==> config.mk <==
export PLATFORM = sky130hd
export DESIGN_NAME = debounce_scheduler
export DESIGN_NICKNAME = d
export VERILOG_FILES = /design/src/rtl/debounce_scheduler.sv
export SDC_FILE = /design/constraint.sdc
export NUM_CORES = 1
export LEC_CHECK = 0
export CAP_MARGIN = 20
export CELL_PAD_IN_SITES_DETAIL_PLACEMENT = 2
export CELL_PAD_IN_SITES_GLOBAL_PLACEMENT = 2
export CORE_AREA = 2 2 139 73
export DETAILED_ROUTE_END_ITERATION = 16
export DIE_AREA = 0 0 141 75
export PLACE_DENSITY = 0.84
export SLEW_MARGIN = 5
export SYNTH_ARGS = -nofsm -noshare
export SYNTH_HDL_FRONTEND = slang
export SYNTH_SLANG_ARGS = --single-unit
==> constraint.sdc <==
create_clock -name i_clk -period 9.5 [get_ports i_clk]
set_input_delay 2.375 -clock i_clk [delete_from_list [all_inputs] [get_ports i_clk]]
set_output_delay 2.375 -clock i_clk [all_outputs]
set_load 0.005 [all_outputs]
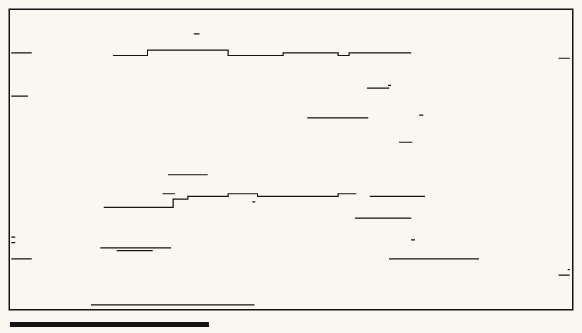
Fig. 1. Met3 routing (run 1).
The bar under the picture is 50 µm long.
18 nets have wire on it. The longest straight run is 40.7 µm.
Routed WL: 10200 µm
global routing usage on met3: 6.04%
vias after detailed routing: 2593

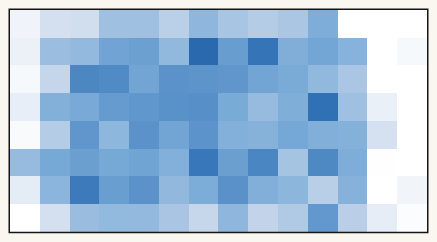
Fig. 2. Cell area per tile (run 1).
The die is cut into 14 by 8 equal tiles; white is low, dark blue is high, 0 to 100% covered.
The emptiest ninth of the die: north-east. 12% of the tiles are nearly empty. 0.90% of the tiles are over 75% full. The mean over all tiles is 38%. The fullest tile reaches 77%.
Init Core Util: 39.2%
end-of-flow core utilization: 45.0%

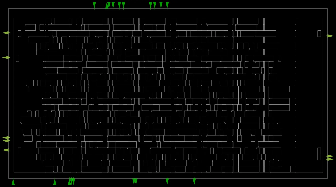
Fig. 3. Placed standard cells (run 1).
filler-free cell count of the finished design: 470
core footprint: 0.00929 mm²
sequential share of cell area: 48.5%

==> results.txt, run 1 <==
Notes on the physical implementation.

- The flow ran to the end, and the final reports show no timing, DRC or antenna violations.
- The sequential cell area fraction in the yosys report is 55.6%, for reference.
- Looking at the worst setup and hold paths, the clock pins of their registers show a slew of 0.06 ns.
- met2 track demand over resource after global routing is 39.2%.
- Among all cell types in the netlist, the one instantiated most often is dfrtp_1.
- Per the log, the first TritonRoute iteration ended with a DRC count of 103.
- The CTS report gives the tree buffer count as 9.
- The leading power group is registers, for reference.
- In this run the maximum-capacitance check reported violations numbering 0.
- The non-clock buffering overhead in the final layout is 5.32%, for reference.
- The total global routing track utilization is 21.0%, for reference.
- The via count of the first global-routing pass is 2936.
- The analysis attributes to cell leakage a power of 1.82 nW.
- The die extent in y is 75 µm, for reference.
- The fraction of layout instances using a drive strength above 1 is 13.2%, for reference.
- Counting flops with a built-in enable in the synthesized netlist gives 0.
- The number of logic stages on the critical path including buffering is 10, for reference.
- Looking at the clock tree report, the root buffer type is clkbuf_16.
- The global routing's busiest layer is met2, for reference.
- The flow inserted 121 tap cells.
- Summing all multi-input logic gate instances after layout gives 0.00151 mm².
- The overall overflow remaining after global route is 0, for reference.
- The worst-path maximum fanout is 14, for reference.
- The post-layout period usage of the worst path is 43.3%, for reference.
- The combinational power is 0.0569 mW, for reference.
- The floorplan step set the die width to 141 µm.
- Yosys printed 0 warnings.
## run 1: cell families (layout without fill, tap and decap cells)
logic type / Yosys count / in the layout / synth area share (%)
muxes: 28 / 28 / 13.3
xor gates and xnor gates: 3 / 3 / 0.721
buffers and inverters: 20 / 42 / 3.53
and+or+nand+nor: 111 / 111 / 13.1
AOI/OAI and AO/OA: 73 / 73 / 12.0
adders and majority gates: 5 / 5 / 1.72
other: 1 / 6 / 0.103
DFF: 81 / 81 / 55.6
## run 1: layout by cell type, fill, tap and decap left out, drive strengths merged, types with 8 or more instances in the layout
cell type and instances:
nor3 8, mux2i 12, a21oi 26, clkdlybuf4s50 18, nor2 36, o21ai 38
clkbuf 13, mux4 13, nand2 46, dfrtp 81
Fig. 4: run 1, placement by cell class
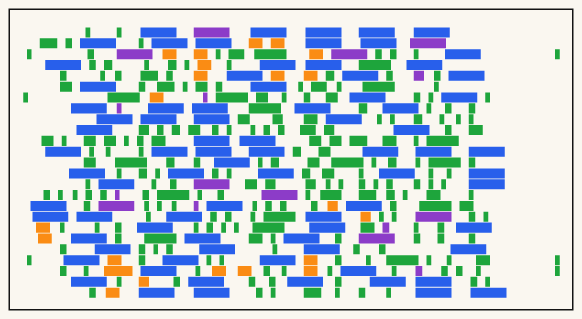

## Run 2: what changed since run 1
--- a/config.mk
+++ b/config.mk
@@ -8,10 +8,10 @@
 export CAP_MARGIN = 20
 export CELL_PAD_IN_SITES_DETAIL_PLACEMENT = 2
 export CELL_PAD_IN_SITES_GLOBAL_PLACEMENT = 2
-export CORE_AREA = 2 2 139 73
+export CORE_AREA = 2 2 148 78
 export DETAILED_ROUTE_END_ITERATION = 16
-export DIE_AREA = 0 0 141 75
-export PLACE_DENSITY = 0.84
+export DIE_AREA = 0 0 150 80
+export PLACE_DENSITY = 0.78
 export SLEW_MARGIN = 5
 export SYNTH_ARGS = -nofsm -noshare
 export SYNTH_HDL_FRONTEND = slang
==> constraint.sdc (replaced) <==
create_clock -name i_clk -period 3.5 [get_ports i_clk]
set_input_delay 0.875 -clock i_clk [delete_from_list [all_inputs] [get_ports i_clk]]
set_output_delay 0.875 -clock i_clk [all_outputs]
set_load 0.005 [all_outputs]
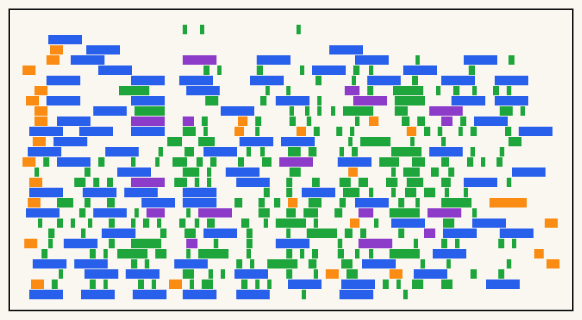
Fig. 5. Placement by cell class (run 2).
clock drivers and dummy loads: drawn in purple, cells 16. remaining logic cells: drawn in green, cells 230. remaining buffers and delay cells: drawn in orange, cells 28. registers: drawn in blue, cells 81.
core footprint: 0.0107 mm²
sequential share of cell area: 47.1%
placement row count: 27
end-of-flow core utilization: 40.3%

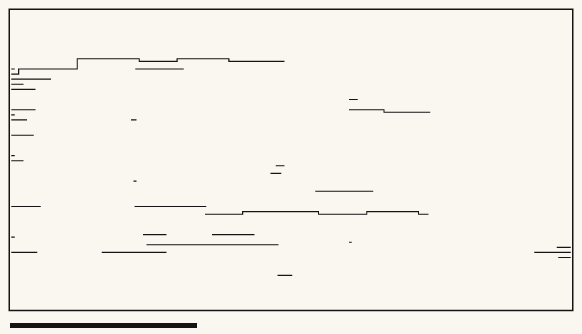
Fig. 6. Met3 routing (run 2).
The bar under the picture is 50 µm long.
23 nets have wire on it. The layer holds 3.9% of the routed length.
global routing usage on met3: 5.14%
vias after detailed routing: 2548
Routed WL: 9320 µm

==> results.txt, run 2 <==
Notes on the physical implementation.

- Summed over all combinational cells, the power is 0.154 mW.
- After Yosys synthesis, and, or, nand and nor cells account for 13.1% of the synthesized area.
- The most frequently used cell type in the post-synthesis netlist is dfrtp_1, for reference.
- The timing report attributes the biggest portion of critical-path delay to simple AND/OR/NAND/NOR gates.
- The data arrival time of the critical path is 3.53 ns, for reference.
- After layout, the worst path uses 93.2% of the clock period.
- By instance count after routing, the leading logic cell type is dfrtp_1.
- The via count of the first global-routing pass is 2826.
- The clock root buffer is clkbuf_16, for reference.
- The area fraction in compound gates after synthesis is 12.0%, for reference.
- Along the worst path, the maximum fanout reaches 8.
- Ranked by power, first place goes to registers.
- The clock buffer count from CTS is 9, for reference.
- For reference, XOR and XNOR gates occupy 0.721% of the area reported after synthesis.
- The fraction of layout instances using a drive strength above 1 is 15.8%, for reference.
- Summing the areas of all fa, ha and maj instances in the mapped netlist gives 1.72% of the synthesized area.
- The post-synth count of flops with an enable pin is 0.
- Detailed placement reports a standard cell area of 0.00398 mm².
- The maximum clock rate is 306 MHz, for reference.
- The worst hold margin is 0.352 ns, for reference.
- The count of max-cap constraint violations is 0, for reference.
- The overall overflow remaining after global route is 0, for reference.
- The sequential cell area fraction in the yosys report is 55.6%, for reference.
- The largest non-sequential cell family by area is multiplexers, for reference.
- The flow ran to the end, and the final reports show no timing, DRC or antenna violations.
- The number of cells in the finished layout apart from fillers is 500, for reference.
- The worst relative slew slack is 51.2%, for reference.
- Yosys printed 0 warnings.
- The total global routing track utilization is 17.8%, for reference.
- From left edge to right edge, the die measures 150 µm.
- The multiplexer share of the synthesized area is 13.3%, for reference.
- The die extent in y is 80 µm, for reference.
- The violation tally recorded at the end of detailed-routing iteration 0 is 88.
- The registers of the reported paths see a clock transition of 0.07 ns.
- Per the placement report, the placed cell count is 483.
- The placement report lists the number of port buffers as 19.
- The top cell types in the final layout, fill and taps aside, are 81 x dfrtp_1, 46 x nand2_1, 36 x nor2_1.
- The static power due to leakage is 1.87 nW, for reference.
- The worst hold path passes through 0 cells.
- The multi-input combinational cells in the finished layout cover a total of 0.00151 mm².
- The number of logic stages on the critical path including buffering is 9, for reference.
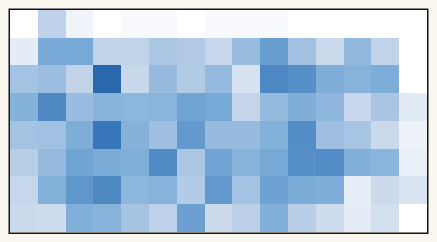
Fig. 7. Cell area per tile (run 2).
The die is cut into 15 by 8 equal tiles; white is low, dark blue is high, 0 to 100% covered.
9.2% of the tiles are nearly empty. The mean over all tiles is 34%. 0.80% of the tiles are over 75% full. The fullest tile reaches 78%. The emptiest ninth of the die: north-east.
Init Core Util: 34.2%

-- run 2: layout make-up --
| type | instances | share of cell area, % |
|---|---|---|
| flip-flops and latches | 81 | 47.1 |
| multi-input cells | 226 | 35.1 |
| repair buffers | 28 | 6.40 |
| clock buffers | 10 | 5.55 |
| well taps | 145 | 4.22 |
| clock inverters | 6 | 1.34 |
| inverters | 4 | 0.349 |
-- run 2: layer usage --
metal	track usage [%]	vias to the layer above	part of all wire, %
met5	0	-	0
met3	5.14	11	3.9
met2	24.7	41	42
met1	26.5	1317	53
met4	4.91	0	1.3
li1	-	1179	-
Power and IR drop assume default switching activity.
